[src/rtl/store_size_rmw_ctrl.sv]
// -----------------------------------------------------------------------------
// store_size_rmw_ctrl
//
// Store engine for sw/sh/sb into word-organised data memory. A word store is
// written straight through. Half and byte stores read the containing word,
// merge the new lanes over it and write the merged word back. While busy the
// block owns the memory port.
//
// Parameters
//   MEM_LAT      cycles from a read address on mem_addr to valid mem_rdata (1..4)
//   CHECK_ALIGN  1: misaligned or illegal requests are rejected with a fault pulse
//                0: low address bits only select lanes, size 11 behaves as word
//
// Ports
//   clk        in   system clock, rising edge
//   reset      in   asynchronous, active-low reset
//   start      in   request strobe, only looked at while idle
//   size       in   00 word, 01 half, 10 byte, 11 illegal
//   addr       in   byte address of the store
//   B_Out      in   store data (low bits used for half/byte)
//   mem_addr   out  word-aligned memory address
//   mem_wr     out  memory write enable
//   mem_wdata  out  word written to memory
//   mem_rdata  in   memory read data
//   busy       out  high whenever the engine is not idle
//   done       out  one-cycle pulse, store committed
//   fault      out  one-cycle pulse, request rejected, memory untouched
// -----------------------------------------------------------------------------
module store_size_rmw_ctrl #(
  parameter int MEM_LAT     = 1,
  parameter bit CHECK_ALIGN = 1'b1
) (
  input  logic        clk,
  input  logic        reset,
  input  logic        start,
  input  logic [1:0]  size,
  input  logic [31:0] addr,
  input  logic [31:0] B_Out,
  output logic [31:0] mem_addr,
  output logic        mem_wr,
  output logic [31:0] mem_wdata,
  input  logic [31:0] mem_rdata,
  output logic        busy,
  output logic        done,
  output logic        fault
);

  typedef enum logic [2:0] {
    IDLE,
    READ,
    WAIT,
    WRITE,
    DONE,
    FAULT
  } state_t;

  state_t      state, state_n;
  logic [1:0]  size_q, size_n;
  logic [31:0] addr_q, addr_n;
  logic [31:0] b_q, b_n;
  logic [31:0] rd_q, rd_n;
  logic [2:0]  cnt, cnt_n;

  logic [31:0] mem_addr_n;
  logic        mem_wr_n;
  logic [31:0] mem_wdata_n;
  logic        busy_n;
  logic        done_n;
  logic        fault_n;

  logic        req_fault;
  logic        req_word;
  logic [3:0]  lane_en;
  logic [31:0] lane_src;
  logic [31:0] merged;

  // Classify an incoming request. With alignment checking off, the illegal
  // size code degrades to a plain word store.
  always_comb begin
    req_fault = 1'b0;
    req_word  = (size == 2'b00) || (size == 2'b11);
    if (CHECK_ALIGN) begin
      req_fault = (size == 2'b11) ||
                  ((size == 2'b00) && (addr[1:0] != 2'b00)) ||
                  ((size == 2'b01) && addr[0]);
    end
  end

  // Next-state logic, capture of the request, and the read-latency counter.
  // The memory word is taken on the last WAIT cycle, which is exactly when
  // mem_rdata becomes valid for the address presented in READ.
  always_comb begin
    state_n = state;
    size_n  = size_q;
    addr_n  = addr_q;
    b_n     = b_q;
    rd_n    = rd_q;
    cnt_n   = cnt;
    case (state)
      IDLE: begin
        if (start) begin
          size_n = size;
          addr_n = addr;
          b_n    = B_Out;
          if (req_fault) begin
            state_n = FAULT;
          end else if (req_word) begin
            state_n = WRITE;
          end else begin
            state_n = READ;
          end
        end
      end
      READ: begin
        state_n = WAIT;
        cnt_n   = 3'(MEM_LAT - 1);
      end
      WAIT: begin
        if (cnt == 3'd0) begin
          rd_n    = mem_rdata;
          state_n = WRITE;
        end else begin
          cnt_n = cnt - 3'd1;
        end
      end
      WRITE:   state_n = DONE;
      DONE:    state_n = IDLE;
      FAULT:   state_n = IDLE;
      default: state_n = IDLE;
    endcase
  end

  // Lane merge: each byte lane either takes the replicated store data or
  // keeps the byte read from memory. Lane 0 is the least significant byte.
  always_comb begin
    lane_en  = 4'b1111;
    lane_src = b_n;
    case (size_n)
      2'b01: begin
        lane_en  = addr_n[1] ? 4'b1100 : 4'b0011;
        lane_src = {b_n[15:0], b_n[15:0]};
      end
      2'b10: begin
        lane_en  = 4'b0001 << addr_n[1:0];
        lane_src = {4{b_n[7:0]}};
      end
      default: begin
        lane_en  = 4'b1111;
        lane_src = b_n;
      end
    endcase
    merged = 32'd0;
    for (int i = 0; i < 4; i++) begin
      merged[8*i +: 8] = lane_en[i] ? lane_src[8*i +: 8] : rd_n[8*i +: 8];
    end
  end

  // Outputs are decoded from the next state so that they come out of flops
  // and line up with the state they belong to.
  always_comb begin
    mem_addr_n  = 32'd0;
    mem_wr_n    = 1'b0;
    mem_wdata_n = 32'd0;
    busy_n      = (state_n != IDLE);
    done_n      = (state_n == DONE);
    fault_n     = (state_n == FAULT);
    if ((state_n == READ) || (state_n == WAIT) || (state_n == WRITE)) begin
      mem_addr_n = {addr_n[31:2], 2'b00};
    end
    if (state_n == WRITE) begin
      mem_wr_n    = 1'b1;
      mem_wdata_n = merged;
    end
  end

  // State, capture and output registers. Reset abandons any store in flight.
  always_ff @(posedge clk or negedge reset) begin
    if (!reset) begin
      state     <= IDLE;
      size_q    <= 2'b00;
      addr_q    <= 32'd0;
      b_q       <= 32'd0;
      rd_q      <= 32'd0;
      cnt       <= 3'd0;
      mem_addr  <= 32'd0;
      mem_wr    <= 1'b0;
      mem_wdata <= 32'd0;
      busy      <= 1'b0;
      done      <= 1'b0;
      fault     <= 1'b0;
    end else begin
      state     <= state_n;
      size_q    <= size_n;
      addr_q    <= addr_n;
      b_q       <= b_n;
      rd_q      <= rd_n;
      cnt       <= cnt_n;
      mem_addr  <= mem_addr_n;
      mem_wr    <= mem_wr_n;
      mem_wdata <= mem_wdata_n;
      busy      <= busy_n;
      done      <= done_n;
      fault     <= fault_n;
    end
  end

endmodule

[config.mk]
export PLATFORM = sky130hd
export DESIGN_NAME = store_size_rmw_ctrl
export DESIGN_NICKNAME = d
export VERILOG_FILES = /design/src/rtl/store_size_rmw_ctrl.sv
export SDC_FILE = /design/constraint.sdc
export NUM_CORES = 1
export LEC_CHECK = 0
export CORE_MARGIN = 5
export CORE_UTILIZATION = 45
export DETAILED_ROUTE_END_ITERATION = 16
export PLACE_DENSITY = 0.71
export SETUP_SLACK_MARGIN = 0.02
export SYNTH_ARGS = -nofsm -noshare
export SYNTH_HDL_FRONTEND = slang
export SYNTH_SLANG_ARGS = --single-unit
[constraint.sdc]
create_clock -name clk -period 8.3 [get_ports clk]
set_input_delay 2.49 -clock clk [delete_from_list [all_inputs] [get_ports clk]]
set_output_delay 2.49 -clock clk [all_outputs]
set_load 0.1 [all_outputs]
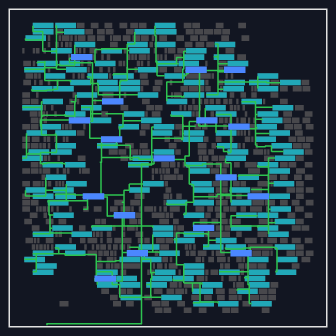
Figure 1: run 1, routed clock nets over the placement.
[clock wires] green | length: 1,970 microns
[flip-flops] cyan | count: 170
[cells driving clock nets] blue | count: 17
routed clock nets: 18
flops lie: all over the die

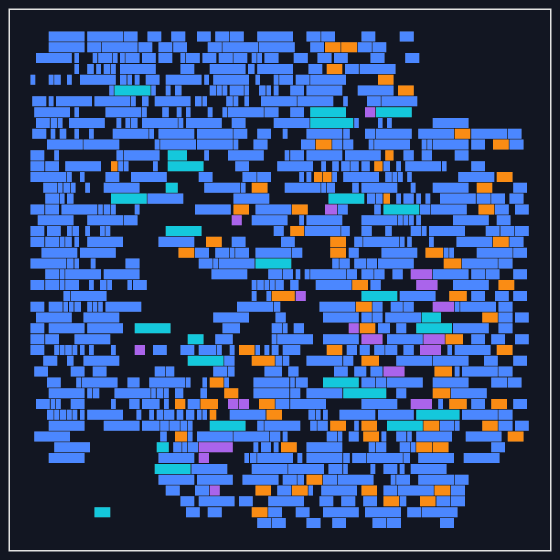
Figure 2: run 1, cell sizes after repair.
| size | color | cells | share |
|---|---|---|---|
| drive 3 to 4 | purple | 19 | 2.4% |
| drive 1 or less | blue | 667 | 85% |
| drive 6 and up | cyan | 26 | 3.3% |
| drive 2 | orange | 70 | 9.0% |

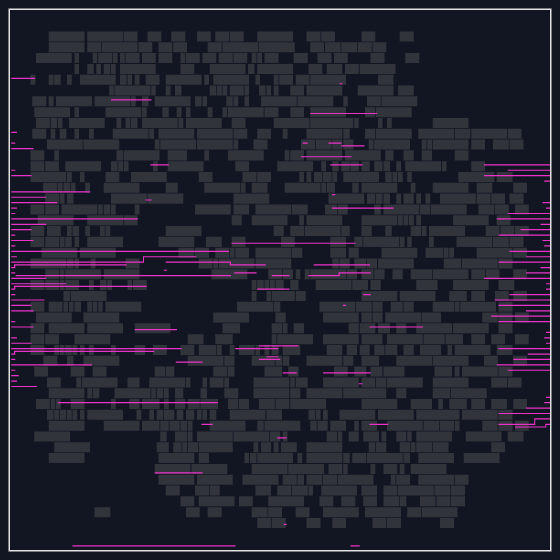
Figure 3: run 1, the metal 3 layer.
share of all routed wire: 6.8%
main direction: horizontal
longest straight run: 54.5 microns
nets with wire on the layer: 101

run 1: worst max-delay path, delay by kind of cell:
kind | cells | cell delay, ps
adder cells (fa/ha/maj) | 1 | 590
AND-OR/OR-AND | 4 | 1130
buffers and inverters | 3 | 1310
AND/OR/NAND/NOR | 2 | 1240
run 1: how the worst max path moves through the flow:
stage                     cells after the start             to  slack (ps)
after floorplan                              13  mem_wdata[28]        3220
after global placement                       10  mem_wdata[18]        1620
after detailed placement                     10  mem_wdata[18]        1430
after CTS                                    10  mem_wdata[18]        1880
after global routing                         10  mem_wdata[20]        1550
final                                        10  mem_wdata[18]        1850
run 1: layer usage:
metal / GRT usage (%) / wire (microns)
met5: 0 / 0
met4: 7.00 / 316
met3: 5.96 / 1170
met2: 31.7 / 8490
met1: 25.0 / 7180
run 1: layout by cell type (no fill, tap or decap), types with 4 or more instances in the layout:
master           count
dfrtp_1            170
clkdlybuf4s50_1    165
nand2_1            116
nor2_1              50
mux2_2              47
a21oi_1             42
a211oi_1            24
clkbuf_16           17
inv_1               12
nor3_1              11
nor2b_1             11
o21a_1               9
mux2_4               8
o21bai_1             8
a2bb2oi_1            8
a211oi_2             8
mux2i_1              8
ha_1                 7
buf_4                6
o21ai_0              4
nand2_2              4
run 1: flip-flops by register name (all words and copies together) (netlist names), 2 cells and up:
register,cells
addr_q,32
rd_q,32
cnt,3
size_q,2
mem_addr,30
b_q,32
mem_wdata,32
state,3
run 1: final cells by class:
class,instances,area [sq um]
fillers,1294,6250
flip-flops and latches,170,4250
multi-input cells,396,2570
repair buffers,172,1710
clock buffers,19,453
well taps,216,270
clock inverters,13,165
inverters,12,45.0
==> results.py, run 1 <==
# Metrics from the implementation run
metrics = {
    "run_status": {
        "status": "finished, final reports clean",
    },
    "clocking": {
        "clkTransAtPathRegs_ps": 70,
        "htree_levels": 4,
        "post_cts_buffers": 0,
        "clkSinkCount": 170,
        "cts_repair_resize_count": 0,
        "insertion_delay_ps": 430,
        "postCtsHoldBufs": 0,
        "cts_buffers": 17,
        "root_buffer": "clkbuf_16",
        "clockBufferDepth": 2,
        "cts_tree": "yes",
    },
    "global_routing": {
        "grt_max_degree": 109,
        "grt_pass1_wl_mm": 28.0,
        "antenna_found_initial": 0,
        "grt_pass1_vias": 5404,
        "grt-ovfl-total": 0,
        "globalRouteTotalUtil_pct": 19.5,
    },
    "synth": {
        "yosys.area.top_type_share_pct": 59.7,
        "flop_cell": "dfrtp_1",
        "ys_seq_share_pct": 59.7,
        "ys_ff": 170,
        "ys_sh_xor_pct": 0.123,
        "synthDistinctLibCells": 46,
        "logic_family": "simple AND/OR/NAND/NOR gates",
        "ys_cells": 618,
        "topCellsByArea": "dfrtp_1 60%, mux2_2 7.4%, nand2_1 6.1%",
        "ys_top_cells_by_count": "170 x dfrtp_1, 116 x nand2_1, 50 x nor2_1",
        "yosysTopAreaCell": "dfrtp_1",
        "yosys_warnings": 0,
        "syn_avg_cell_area_sq_um": 11.5,
        "aoi_share_pct": 11.7,
        "netlist_area_sq_um": 7130,
        "synthMuxAreaShare_pct": 10.4,
        "synth_cells": 618,
        "adder_share_pct": 1.23,
        "ys_area_sq_um": 7130,
        "synth-async-reset-ratio_pct": 100,
        "synth_top_cell_by_count": "dfrtp_1",
        "synth-edff-count": 0,
        "simple_gate_share_pct": 12.4,
    },
    "layout": {
        "syn_to_final_growth_pct": 32.8,
        "fin_util_pct": 60.2,
        "fin_nets": 877,
        "drive_gt1_share_pct": 14.7,
        "design_area_sq_um": 9460,
        "n_antenna_cell": 0,
        "stdcell_count": 998,
    },
    "critical_path": {
        "reg2reg_to": "mem_wdata[18]",
        "crit_start": "start",
        "r2r_slack_ps": 3840,
        "crit_slowest_cell": "or4b_2",
        "crit_type": "input port to register",
        "slowest_delay_ps": 910,
        "cp.arrival_ps": 6780,
        "startpoint_type": "input port",
        "r2r-start": "state[1]",
        "critPathRequiredTime_ps": 8630,
        "end_kind": "register",
        "worstPathCellList": "clkdlybuf4s50_1, or4b_2, a21oi_1, inv_1, ha_1, inv_1, o21ai_0, and2b_1, a21oi_1, a211oi_1",
        "worst_r2r_path_depth": 9,
        "path_max_fanout": 25,
    },
    "floorplan": {
        "die_y_microns": 136,
        "core_area_sq_um": 15700,
        "row_count": 46,
        "die_w_microns": 136,
        "num_io_pins": 169,
        "chipArea_sq_um": 18500,
        "fp_util_pct": 45.4,
    },
    "drt": {
        "wl_mm": 17.2,
        "drc": 0,
        "vias": 5024,
        "avgRoutedWirePerCell_microns": 17.2,
        "ant_nets": 0,
        "dr.first_iter.drc_count": 274,
        "first_pass_iters": 4,
        "viasPerCell": 5.03,
    },
    "hold_path": {
        "hp-start": "addr_q[29]",
        "whs_endpoint": "addr_q[29]",
        "holdPathStages": 2,
        "min_path_type": "register to register",
    },
    "final_timing": {
        "fin_hold_ws_ps": 470,
        "finalMaxSlewViolations": 0,
        "rsz0062_at_grt": "no",
        "setup_viol": 0,
        "tightestPinTransition_ps": 1260,
        "finalHoldViolCount": 0,
        "fin_crit_sh_pct": 77.7,
        "fin_tns_setup_ps": 0,
        "final.min_clock_period_ps": 6450,
        "setup_slack_ps": 1850,
        "skew_ps": 8.25,
        "fmax_ghz": 0.155,
        "slew_headroom_pct": 15.9,
    },
    "placement": {
        "dp_hpwl_mm": 12.0,
        "dp_slack_ps": 1430,
        "io_buffers": 166,
        "place_inst": 966,
        "place_congestion": 0.763,
        "dpl_cell_area_sq_um": 8840,
    },
    "flow_run": {
        "max_cap_violations": 0,
        "tool_warnings": 32,
    },
}
Figure 4. Routing congestion (run 1).
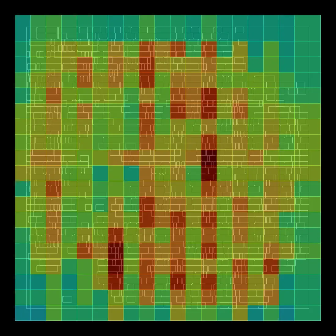

--- run 2 (diff from run 1) ---
--- a/config.mk
+++ b/config.mk
@@ -8,7 +8,7 @@
 export CORE_MARGIN = 5
 export CORE_UTILIZATION = 45
 export DETAILED_ROUTE_END_ITERATION = 16
-export PLACE_DENSITY = 0.71
+export PLACE_DENSITY = 0.74
 export SETUP_SLACK_MARGIN = 0.02
 export SYNTH_ARGS = -nofsm -noshare
 export SYNTH_HDL_FRONTEND = slang
==> constraint.sdc (replaced) <==
create_clock -name clk -period 5.4 [get_ports clk]
set_input_delay 1.62 -clock clk [delete_from_list [all_inputs] [get_ports clk]]
set_output_delay 1.62 -clock clk [all_outputs]
set_load 0.1 [all_outputs]
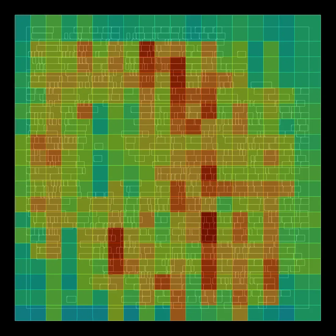
Figure 5: run 2, routing congestion.
met1 track demand over resource: 24.1%
total track usage: 19.1%

==> run 2 against run 1 <==
Compared with the run above: final area increased by 0.30%; register-to-register slack got worse by 1700 ps; die size unchanged; first-iteration DRC count increased by 13%.
==> results.py, run 2 <==
# Metrics from the implementation run
metrics = {
    "floorplan": {
        "chipArea_sq_um": 18500,
        "fp_util_pct": 45.4,
        "die_w_microns": 136,
        "num_io_pins": 169,
        "row_count": 46,
        "core_area_sq_um": 15700,
        "die_y_microns": 136,
    },
    "layout": {
        "fin_util_pct": 60.4,
        "drive_gt1_share_pct": 15.2,
        "syn_to_final_growth_pct": 33.2,
        "n_antenna_cell": 0,
        "final_cell_mix": "170 x dfrtp_1, 165 x clkdlybuf4s50_1, 116 x nand2_1, 50 x nor2_1, 47 x mux2_2",
        "design_area_sq_um": 9490,
        "fin_nets": 884,
        "layout.cells.most_common": "dfrtp_1",
    },
    "synth": {
        "yosys_warnings": 0,
        "topCellsByArea": "dfrtp_1 60%, mux2_2 7.4%, nand2_1 6.1%",
        "ys_ff": 170,
        "synth-async-reset-ratio_pct": 100,
        "ys_area_sq_um": 7130,
        "ys_top_cells_by_count": "170 x dfrtp_1, 116 x nand2_1, 50 x nor2_1",
        "netlist_area_sq_um": 7130,
        "synthDistinctLibCells": 46,
        "ys_cells": 618,
        "ys_seq_share_pct": 59.7,
        "synth-edff-count": 0,
        "synth_cells": 618,
        "yosys.area.top_type_share_pct": 59.7,
    },
    "final_timing": {
        "fin_tns_setup_ps": 0,
        "fmax_ghz": 0.229,
        "finalMaxSlewViolations": 0,
        "fin_hold_ws_ps": 469,
        "finalHoldViolCount": 0,
        "fin_crit_sh_pct": 80.8,
        "setup_slack_ps": 1040,
        "final.min_clock_period_ps": 4360,
        "skew_ps": 8.94,
        "setup_viol": 0,
        "tightestPinTransition_ps": 1240,
        "rsz0062_at_grt": "no",
        "slew_headroom_pct": 17.1,
    },
    "critical_path": {
        "startpoint_type": "input port",
        "worstPathCellList": "clkdlybuf4s50_1, or4b_2, a21oi_1, inv_1, ha_1, nor2b_1, o211ai_1, o311a_1, mux2i_1, nor2_1",
        "critPathRequiredTime_ps": 5690,
        "cp.arrival_ps": 4660,
        "worst_r2r_path_depth": 9,
        "r2r_slack_ps": 2150,
        "crit_type": "input port to register",
        "slowest_delay_ps": 680,
        "crit_slowest_cell": "or4b_2",
    },
    "hold_path": {
        "whs_endpoint": "addr_q[31]",
        "holdPathStages": 2,
        "min_path_type": "register to register",
        "hp-start": "addr_q[31]",
    },
    "placement": {
        "io_buffers": 166,
        "dp_hpwl_mm": 12.1,
        "dp_slack_ps": 617,
        "dpl_cell_area_sq_um": 8900,
        "place_inst": 973,
        "place_congestion": 0.821,
    },
    "clocking": {
        "clockBufferDepth": 2,
        "clkSinkCount": 170,
        "htree_levels": 4,
        "clkTransAtPathRegs_ps": 60,
        "insertion_delay_ps": 430,
        "post_cts_buffers": 0,
        "cts_tree": "yes",
    },
    "global_routing": {
        "grt_pass1_vias": 5267,
        "antenna_found_initial": 0,
        "grt_max_degree": 110,
        "grt_pass1_wl_mm": 27.4,
    },
    "flow_run": {
        "tool_warnings": 32,
    },
    "drt": {
        "wl_mm": 17.4,
        "first_pass_iters": 4,
        "viasPerCell": 5.05,
        "drc": 0,
        "avgRoutedWirePerCell_microns": 17.3,
        "vias": 5075,
    },
    "run_status": {
        "status": "finished, final reports clean",
    },
}
run 2: final cells by class:
cell class	count	area, sq um
multi-input cells	396	2570
repair buffers	179	1760
flip-flops and latches	170	4250
clock buffers	19	433
clock inverters	13	161
well taps	216	270
fillers	1257	6220
inverters	12	45.0
run 2: metal layers:
layer | track usage [%] | vias to the layer above | share of wire [%]
met2 | 31.4 | 168 | 49
met5 | 0 | - | 0
met3 | 6.00 | 25 | 7.8
li1 | - | 2409 | -
met4 | 6.44 | 0 | 1.9
met1 | 24.1 | 2473 | 41
run 2: worst max path at each step:
stage               start       endpoint  slack (ps)  depth (start not counted)
detailed placement  start   mem_wdata[6]         620                         10
CTS                 start   mem_wdata[6]        1060                         10
global route        start   mem_wdata[6]         830                         10
floorplan           start  mem_wdata[28]        1190                         13
global placement    start   mem_wdata[6]         690                         10
finish              start   mem_wdata[6]        1040                         10
run 2: logic make-up after synthesis:
kind of cell / share of synthesized area (%)
XOR/XNOR: 0.123
multiplexers: 10.4
AND-OR/OR-AND: 11.7
buffers and inverters: 4.42
other: 0.0526
adder cells (fa/ha/maj): 1.23
flip-flops: 59.7
AND/OR/NAND/NOR: 12.4
run 2: worst max-delay path, delay by kind of cell:
family / cells / cell delay [ps]
fa+ha+maj: 1 / 330
mux: 1 / 250
compound gates: 3 / 890
simple gates: 3 / 950
buf+inv: 2 / 610
Figure 6. Routed clock nets over the placement (run 2).
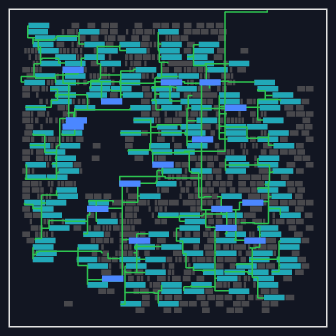

--- run 3 (diff from run 2) ---
==> constraint.sdc (replaced) <==
create_clock -name clk -period 3.8 [get_ports clk]
set_input_delay 1.14 -clock clk [delete_from_list [all_inputs] [get_ports clk]]
set_output_delay 1.14 -clock clk [all_outputs]
set_load 0.1 [all_outputs]
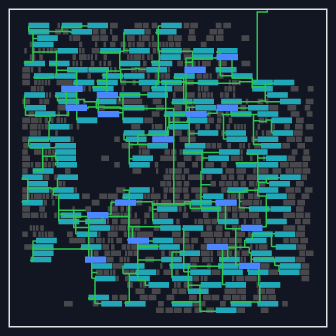
Figure 7: run 3, routed clock nets over the placement.
Layout Skew: 10.1 ps
clk ins delay skew pair: 420 ps

==> run 3 against run 2 <==
Compared with the run above: wire length about the same; first-iteration DRC count increased by 20%; critical endpoint is now mem_wdata[8]; critical path depth is 1 higher; critical path type unchanged.
==> results.py, run 3 <==
# Metrics from the implementation run
metrics = {
    "clocking": {
        "postCtsHoldBufs": 0,
        "cts_repair_resize_count": 0,
        "cts_buffers": 17,
        "root_buffer": "clkbuf_16",
        "post_cts_buffers": 0,
        "clkSinkCount": 170,
        "cts_tree": "yes",
        "clockBufferDepth": 2,
        "htree_levels": 4,
        "clkTransAtPathRegs_ps": 70,
    },
    "critical_path": {
        "critPathRequiredTime_ps": 4120,
        "reg2reg_to": "mem_wdata[8]",
        "startpoint_type": "input port",
        "path_max_fanout": 16,
        "cp.arrival_ps": 3970,
        "crit_end": "mem_wdata[8]",
        "crit_type": "input port to register",
        "crit_start": "start",
        "worst_r2r_path_depth": 10,
        "r2r-start": "state[1]",
        "end_kind": "register",
        "r2r_slack_ps": 780,
    },
    "drt": {
        "wl_mm": 17.4,
        "viasPerCell": 4.98,
        "dr.first_iter.drc_count": 370,
        "avgRoutedWirePerCell_microns": 17.1,
        "first_pass_iters": 4,
        "ant_nets": 0,
        "vias": 5067,
        "drc": 0,
    },
    "synth": {
        "ys_cells": 618,
        "topCellsByArea": "dfrtp_1 60%, mux2_2 7.4%, nand2_1 6.1%",
        "ys_top_cells_by_count": "170 x dfrtp_1, 116 x nand2_1, 50 x nor2_1",
        "syn_avg_cell_area_sq_um": 11.5,
        "synth_top_cell_by_count": "dfrtp_1",
        "synth_cells": 618,
        "ys_ff": 170,
        "ys_seq_share_pct": 59.7,
        "netlist_area_sq_um": 7130,
        "ys_area_sq_um": 7130,
        "synth-async-reset-ratio_pct": 100,
        "synth-edff-count": 0,
        "synthDistinctLibCells": 46,
        "flop_cell": "dfrtp_1",
        "yosysTopAreaCell": "dfrtp_1",
        "yosys_warnings": 0,
        "yosys.area.top_type_share_pct": 59.7,
    },
    "final_timing": {
        "setup_viol": 0,
        "finalMaxSlewViolations": 0,
        "fin_tns_setup_ps": 0,
        "fin_crit_sh_pct": 96.1,
        "tightestPinTransition_ps": 851,
        "rsz0062_at_grt": "no",
        "finalHoldViolCount": 0,
        "fmax_ghz": 0.274,
        "slew_headroom_pct": 43.3,
        "final.min_clock_period_ps": 3650,
        "fin_hold_ws_ps": 470,
    },
    "layout": {
        "syn_to_final_growth_pct": 33.2,
        "fill_cells": 1282,
        "final_cell_mix": "170 x dfrtp_1, 116 x nand2_1, 99 x clkdlybuf4s50_1, 83 x buf_4, 50 x nor2_1",
        "drive_gt1_share_pct": 25.0,
        "layout.area.comb_sq_um": 2570,
        "n_antenna_cell": 0,
        "flop_area_sq_um": 4250,
        "fin_nets": 896,
        "layout.cells.most_common": "dfrtp_1",
    },
    "global_routing": {
        "grt_pass1_vias": 5368,
        "grt_max_degree": 92,
        "antenna_found_initial": 0,
        "globalRouteTotalUtil_pct": 19.3,
        "grt-ovfl-total": 0,
        "grt_pass1_wl_mm": 27.7,
    },
    "placement": {
        "place_congestion": 0.778,
        "io_buffers": 166,
        "dp_hpwl_mm": 12.5,
    },
    "floorplan": {
        "core_area_sq_um": 15700,
        "chipArea_sq_um": 18500,
        "die_w_microns": 136,
        "row_count": 46,
        "die_y_microns": 136,
        "fp_util_pct": 45.4,
        "num_io_pins": 169,
    },
    "hold_path": {
        "whs_endpoint": "addr_q[5]",
        "hp-start": "addr_q[5]",
        "holdPathStages": 2,
        "min_path_type": "register to register",
    },
    "flow_run": {
        "max_cap_violations": 0,
        "tool_warnings": 30,
    },
    "run_status": {
        "status": "finished, final reports clean",
    },
}
## run 3: logic make-up (layout without fill, tap and decap cells)
| family | Yosys count | after routing | synth area share (%) |
|---|---|---|---|
| other cells | 1 | 2 | 0.0526 |
| xor+xnor | 1 | 1 | 0.123 |
| flops | 170 | 170 | 59.7 |
| simple gates | 205 | 205 | 12.4 |
| mux | 64 | 64 | 10.4 |
| fa+ha+maj | 7 | 7 | 1.23 |
| compound gates | 117 | 117 | 11.7 |
| buf+inv | 53 | 235 | 4.42 |
## run 3: cell type report
type,count,share of cell area [%]
timing repair buffer,191,18.8
tap,216,2.85
multi-input combinational,396,27.1
inverter,12,0.474
clock inverter,12,1.21
clock buffer,20,4.81
sequential,170,44.8
## run 3: per-layer routing
metal  routed length [microns]  global-route usage (%)  vias up
met1                      7210                    24.1     2463
met2                      8680                    31.6      144
met3                      1230                    6.37       27
met4                       329                    6.77        0
met5                         0                       0        -
li1                          -                       -     2433
## run 3: stage by stage
step	area (sq um)	setup WS (ps)	instances	utilization (%)
finish	9500	148	1017	60.4
global route	9500	49.5	1017	60.4
CTS	9490	178	1017	60.4
detailed placement	8920	-247	985	56.8
global placement	8920	-216	985	56.8
floorplan	7130	68.1	619	-
## run 3: critical path, cell delays in order
cell             delay [ps]
clkdlybuf4s50_1         510
or4b_2                  690
a21oi_1                 250
inv_1                    90
ha_1                    300
a21o_1                  210
nand3b_1                120
o311ai_2                140
buf_12                  180
o21a_1                  120
nor3_1                  210
